[config.mk]
export PLATFORM = sky130hd
export DESIGN_NAME = skid_register
export DESIGN_NICKNAME = d
export VERILOG_FILES = /design/src/rtl/skid_register.sv
export SDC_FILE = /design/constraint.sdc
export NUM_CORES = 1
export LEC_CHECK = 0
export CAP_MARGIN = 20
export CELL_PAD_IN_SITES_DETAIL_PLACEMENT = 0
export CELL_PAD_IN_SITES_GLOBAL_PLACEMENT = 1
export CORE_ASPECT_RATIO = 1.25
export CORE_MARGIN = 2
export CORE_UTILIZATION = 38
export DETAILED_ROUTE_END_ITERATION = 8
export PLACE_DENSITY_LB_ADDON = 0.1
export SYNTH_ARGS = -nofsm -noshare
export SYNTH_HDL_FRONTEND = slang
export SYNTH_SLANG_ARGS = --single-unit
[constraint.sdc]
create_clock -name clk -period 4.7 [get_ports clk]
set_input_delay 1.41 -clock clk [delete_from_list [all_inputs] [get_ports clk]]
set_output_delay 1.41 -clock clk [all_outputs]
set_load 0.1 [all_outputs]
[src/rtl/skid_register.sv]
// skid_register: elastic single-stage pipeline register with a 2-entry skid
// buffer. valid/ready on both sides; in_ready, out_valid and out_data are
// registered, so no combinational path crosses the block.
// Optional build macro: SKID_REGISTER_STALL_CNT_EN enables the saturating
// stall counter on stall_cnt; otherwise stall_cnt is tied to zero.
module skid_register #(
  parameter int unsigned DATA_WIDTH = 32,
  parameter int unsigned CNT_WIDTH  = 16
) (
  input  logic                  clk,
  input  logic                  rst,
  input  logic                  in_valid,
  output logic                  in_ready,
  input  logic [DATA_WIDTH-1:0] in_data,
  output logic                  out_valid,
  input  logic                  out_ready,
  output logic [DATA_WIDTH-1:0] out_data,
  output logic [CNT_WIDTH-1:0]  stall_cnt
);

  typedef enum logic [1:0] {
    EMPTY = 2'b00,
    BUSY  = 2'b01,
    FULL  = 2'b10
  } state_t;

  state_t                r_state;
  state_t                w_state_nxt;
  logic                  r_out_valid;
  logic                  r_in_ready;
  logic [DATA_WIDTH-1:0] r_out_data;
  logic [DATA_WIDTH-1:0] r_skid;

  logic                  w_in_fire;
  logic                  w_out_fire;
  logic                  w_load_out_in;
  logic                  w_load_out_skid;
  logic                  w_load_skid;
  logic                  w_out_valid_nxt;
  logic                  w_in_ready_nxt;

  assign w_in_fire  = in_valid & r_in_ready;
  assign w_out_fire = r_out_valid & out_ready;

  // Next-state and datapath load selects; unused code recovers to EMPTY.
  always_comb begin
    w_state_nxt     = r_state;
    w_load_out_in   = 1'b0;
    w_load_out_skid = 1'b0;
    w_load_skid     = 1'b0;
    case (r_state)
      EMPTY: begin
        if (w_in_fire) begin
          w_state_nxt   = BUSY;
          w_load_out_in = 1'b1;
        end
      end
      BUSY: begin
        if (w_in_fire && w_out_fire) begin
          w_load_out_in = 1'b1;
        end else if (w_in_fire) begin
          w_state_nxt = FULL;
          w_load_skid = 1'b1;
        end else if (w_out_fire) begin
          w_state_nxt = EMPTY;
        end
      end
      FULL: begin
        if (w_out_fire) begin
          w_state_nxt     = BUSY;
          w_load_out_skid = 1'b1;
        end
      end
      default: w_state_nxt = EMPTY;
    endcase
    w_out_valid_nxt = (w_state_nxt == BUSY) || (w_state_nxt == FULL);
    w_in_ready_nxt  = (w_state_nxt != FULL);
  end

  // State, handshake flags and payload registers.
  always_ff @(posedge clk) begin
    if (rst) begin
      r_state     <= EMPTY;
      r_out_valid <= 1'b0;
      r_in_ready  <= 1'b1;
      r_out_data  <= '0;
      r_skid      <= '0;
    end else begin
      r_state     <= w_state_nxt;
      r_out_valid <= w_out_valid_nxt;
      r_in_ready  <= w_in_ready_nxt;
      if (w_load_out_in) begin
        r_out_data <= in_data;
      end else if (w_load_out_skid) begin
        r_out_data <= r_skid;
      end
      if (w_load_skid) begin
        r_skid <= in_data;
      end
    end
  end

  assign in_ready  = r_in_ready;
  assign out_valid = r_out_valid;
  assign out_data  = r_out_data;

`ifdef SKID_REGISTER_STALL_CNT_EN
  logic [CNT_WIDTH-1:0] r_stall_cnt;

  // Count cycles the consumer stalls a valid word; saturate at all-ones.
  always_ff @(posedge clk) begin
    if (rst) begin
      r_stall_cnt <= '0;
    end else if (r_out_valid && !out_ready && (r_stall_cnt != '1)) begin
      r_stall_cnt <= r_stall_cnt + CNT_WIDTH'(1);
    end
  end

  assign stall_cnt = r_stall_cnt;
`else
  assign stall_cnt = '0;
`endif

endmodule

==> impl_metrics.env, run 1 <==
# flow metrics
export IMPL_worst_path_buf_inv=1
export IMPL_grt_pass1_vias=2728
export IMPL_cp_cell_sequence="clkdlybuf4s50_1"
export IMPL_internal_power_uw=1023
export IMPL_min_from="r_skid[22]"
export IMPL_p_comb_uw=618
export IMPL_simple_gate_share=0.2016
export IMPL_setup_viol_count_final=0
export IMPL_dominant_cells="logic gates"
export IMPL_antenna_cells=0
export IMPL_xor_share=0
export IMPL_stdcell_count=516
export IMPL_crit_family="buffers and inverters"
export IMPL_cts_setup_buffers=0
export IMPL_setup_tns_ps=0
export IMPL_seqPwrFrac=0.379
export IMPL_place_ws_ps=1257
export IMPL_crit_start="out_valid"
export IMPL_crit_fanout=7
export IMPL_path_class="flip-flop to primary output"
export IMPL_clk_share=0.04776
export IMPL_whs_path_depth=2
export IMPL_topRoutingLayerUsed="met4"
export IMPL_synth_top_area_share=0.4387
export IMPL_power_density_nw_per_um2=440.8
export IMPL_vias=2807
export IMPL_gr_total_overflow=0
export IMPL_met2_usage=0.3043
export IMPL_yosys_area_share_aoi=0.2484
export IMPL_clkTransAtPathRegs_ps=60
export IMPL_port_buffers=69
export IMPL_final_util=0.4986
export IMPL_hold_end="r_skid[22]"
export IMPL_worst_pin_slew_ps=990.7
export IMPL_die_area_sq_um=8909
export IMPL_flop_cell="dfxtp_1"
export IMPL_clock_sinks=68
export IMPL_ir_drop_v=0.0002421
export IMPL_grtUsageTotal=0.1870
export IMPL_r2r_cells=4
export IMPL_slew_limit_headroom=0.3375
export IMPL_ys_warn_count=0
export IMPL_syn_to_final_growth_pct=26.65
export IMPL_topCombFamilyByArea="AND-OR/OR-AND gates"
export IMPL_hold_ws_ps=476.3
export IMPL_via_per_inst=5.440
export IMPL_status="finished clean"
export IMPL_clockBufferDepth=2
export IMPL_row_count=36
export IMPL_ys_area_sq_um=3103
export IMPL_rsz0062_at_grt="no"
export IMPL_pin_count=86
export IMPL_synth_distinct_cells=27
export IMPL_setup_ws_ps=1254
export IMPL_post_drt_wl_per_cell_um=15.95
export IMPL_die_height_um=105.0
export IMPL_wl_um=8230
export IMPL_sh_comb_area=0.3782
export IMPL_final_cell_area_sq_um=3930
export IMPL_die_w_um=84.83
export IMPL_cts_buffers=9
export IMPL_gp_congestion=0.7713
export IMPL_synth_seq_cells=68
export IMPL_critPathSlowestCell="clkdlybuf4s50_1"
export IMPL_tritoncts="done"
export IMPL_final_cell_mix="dfxtp_1 (68), clkdlybuf4s50_1 (68), nand2_1 (65)"
export IMPL_netSwitchingPower_uw=709.0
export IMPL_antenna_found_initial=0
export IMPL_max_cap_violations=0
export IMPL_wl_met3_um=372
export IMPL_r2r_setup_slack_ps=2790
export IMPL_fillers=797
export IMPL_cts_hold_buf=0
export IMPL_seq_area_sq_um=1361
export IMPL_route_detailed_drc=0
export IMPL_max_stage_delay_ps=1210
export IMPL_seq_area_frac_synth=0.4387
export IMPL_htreeDepth=3
export IMPL_hold_class="flip-flop to flip-flop"
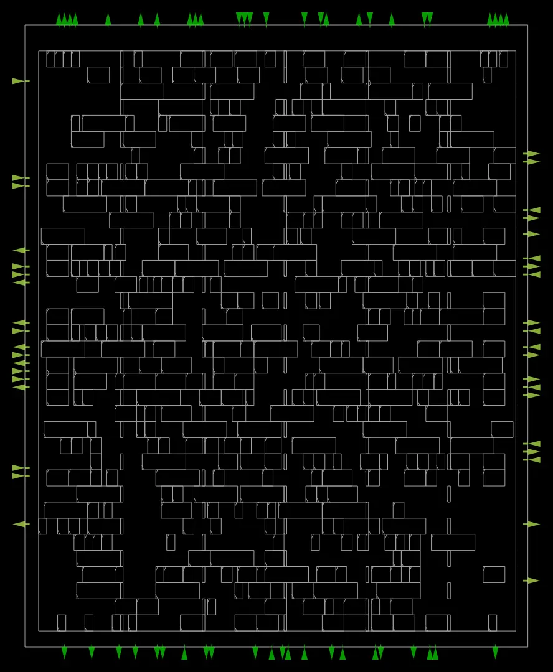
Figure 1: run 1, placement view.
total core area: 7883 sq um
seq_cells: 68
Well Taps: 95
Seq/total area: 0.3464

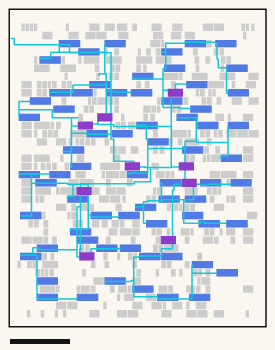
Figure 2: run 1, clock distribution.
Bar = 20 um.
Key: flip-flops = blue [count 68]; clock wires = cyan [length 925 um]; clock-net drivers = purple [count 9]
Position of the flops: widely spread.
Clock Power Share: 0.264
clk pwr: 458 uW
Latency at later pin: 330 ps

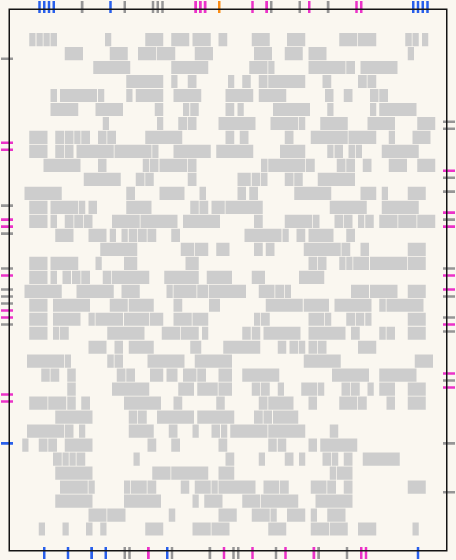
Figure 3: run 1, ports around the boundary.
Pins as bars across the die edge, other pins in grey.
Key: rst = orange [pins 1, direction input, edge top]; stall_cnt = blue [pins 16, direction output, edge 9 top, 6 bottom, 1 left]; in_data = magenta [pins 32, direction input, edge 9 left, 8 right, 8 top, 7 bottom]

==> run 2, diff against run 1 <==
--- a/config.mk
+++ b/config.mk
@@ -10,7 +10,7 @@
 export CELL_PAD_IN_SITES_GLOBAL_PLACEMENT = 1
 export CORE_ASPECT_RATIO = 1.25
 export CORE_MARGIN = 2
-export CORE_UTILIZATION = 38
+export CORE_UTILIZATION = 32
 export DETAILED_ROUTE_END_ITERATION = 8
 export PLACE_DENSITY_LB_ADDON = 0.1
 export SYNTH_ARGS = -nofsm -noshare
==> constraint.sdc (replaced) <==
create_clock -name clk -period 3 [get_ports clk]
set_input_delay 0.9 -clock clk [delete_from_list [all_inputs] [get_ports clk]]
set_output_delay 0.9 -clock clk [all_outputs]
set_load 0.1 [all_outputs]
==> run 2 against run 1 <==
  * Routed wire length grew 5.9%
  * Global-route usage shrank 1.6 points
  * Power grew 71%
  * Critical path type is now input port to flip-flop
  * Highest routed layer unchanged
==> impl_metrics.env, run 2 <==
# flow metrics
export IMPL_status="finished clean"
export IMPL_crit_fanout=11
export IMPL_critPathSlowestCell="clkdlybuf4s50_1"
export IMPL_antenna_found_initial=0
export IMPL_cp_end_kind="flip-flop"
export IMPL_clock_skew_ps=6.148
export IMPL_die_height_um=114.1
export IMPL_clk_share=0.06592
export IMPL_die_w_um=92.08
export IMPL_htreeDepth=3
export IMPL_fillers=986
export IMPL_clkTransAtPathRegs_ps=50
export IMPL_setup_tns_ps=0
export IMPL_internal_power_uw=1804
export IMPL_power_clock_uw=957
export IMPL_synth_edff_count=0
export IMPL_hold_ws_ps=473.5
export IMPL_place_ws_ps=442.0
export IMPL_simple_gate_share=0.2016
export IMPL_flop_count=68
export IMPL_tritoncts="done"
export IMPL_max_cap_violations=0
export IMPL_rsz0062_at_grt="no"
export IMPL_grt_pass1_vias=2705
export IMPL_gp_congestion=0.7210
export IMPL_met2_usage=0.2794
export IMPL_hold_end="r_skid[31]"
export IMPL_synth_distinct_cells=27
export IMPL_route_detailed_drc=0
export IMPL_setup_ws_ps=769.1
export IMPL_whs_path_depth=2
export IMPL_core_area_sq_um=9509
export IMPL_sh_seq_area=0.3383
export IMPL_synth_seq_cells=68
export IMPL_wl_met3_um=260
export IMPL_clock_sinks=68
export IMPL_clock_power_share=0.323
export IMPL_gr_total_overflow=0
export IMPL_cts_setup_buffers=0
export IMPL_cp_cell_sequence="clkdlybuf4s50_1 -> a21bo_2 -> nand2_2 -> and3_1 -> ha_1 -> nor2_1"
export IMPL_ys_area_sq_um=3103
export IMPL_taps=126
export IMPL_worst_path_buf_inv=1
export IMPL_cts_buffers=9
export IMPL_via_per_inst=5.152
export IMPL_antenna_cells=0
export IMPL_pin_count=86
export IMPL_seqPwrFrac=0.349
export IMPL_flop_cell="dfxtp_1"
export IMPL_final_util=0.4232
export IMPL_post_drt_wl_per_cell_um=16.00
export IMPL_p_sw_frac=0.3909
export IMPL_seq_area_sq_um=1361
export IMPL_setup_viol_count_final=0
export IMPL_r2r_cells=4
export IMPL_hold_class="flip-flop to flip-flop"
export IMPL_wl_um=8718
export IMPL_cts_hold_buf=0
export IMPL_ir_drop_v=0.0003110
export IMPL_seq_area_frac_synth=0.4387
export IMPL_final_cell_mix="dfxtp_1 (68), nand2_1 (65), buf_4 (41)"
export IMPL_power_density_nw_per_um2=736.2
export IMPL_netSwitchingPower_uw=1158
export IMPL_synth_top_area_share=0.4387
export IMPL_xor_share=0
export IMPL_max_stage_delay_ps=610
export IMPL_stdcell_count=545
export IMPL_crit_start="out_ready"
export IMPL_path_class="input port to flip-flop"
export IMPL_topRoutingLayerUsed="met4"
export IMPL_topCombFamilyByArea="AND-OR/OR-AND gates"
export IMPL_endpoint="out_valid"
export IMPL_yosys_area_share_aoi=0.2484
export IMPL_ys_warn_count=0
export IMPL_syn_to_final_growth_pct=29.68
export IMPL_crit_family="buffers and inverters"
export IMPL_yosysTopAreaCell="dfxtp_1"
export IMPL_nMultiInputCombCells=257
export IMPL_final_cell_area_sq_um=4024
export IMPL_dominant_cells="logic gates"
export IMPL_clock_latency_ps=320
export IMPL_mi_logic_area_sq_um=1486
export IMPL_mux_share=0.003226
export IMPL_row_count=40
export IMPL_die_area_sq_um=10510
export IMPL_sh_comb_area=0.3694
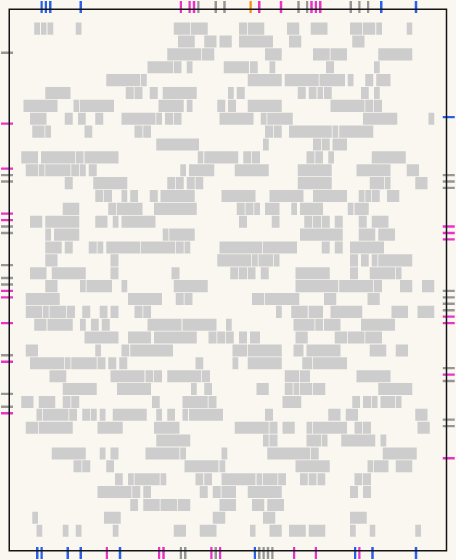
Figure 4: run 2, ports around the boundary.
Pins as bars across the die edge, other pins in grey.
Key: stall_cnt = blue [pins 16, direction output, edge 9 bottom, 6 top, 1 right]; in_data = magenta [pins 32, direction input, edge 9 left, 8 top, 8 bottom, 7 right]; rst = orange [pins 1, direction input, edge top]
All pins by edge: 24 bottom, 23 top, 20 left, 19 right.

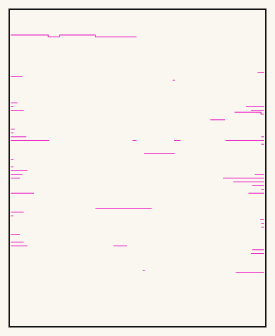
Figure 5: run 2, met3 routing.
The layer carries 261 um of wire. The longest straight run is 20.0 um. 42 nets have wire on it. The layer holds 3.0% of the routed length.
detailed-route via count: 2808
met3 global-route usage: 0.03489

Power and IR drop assume default switching activity.
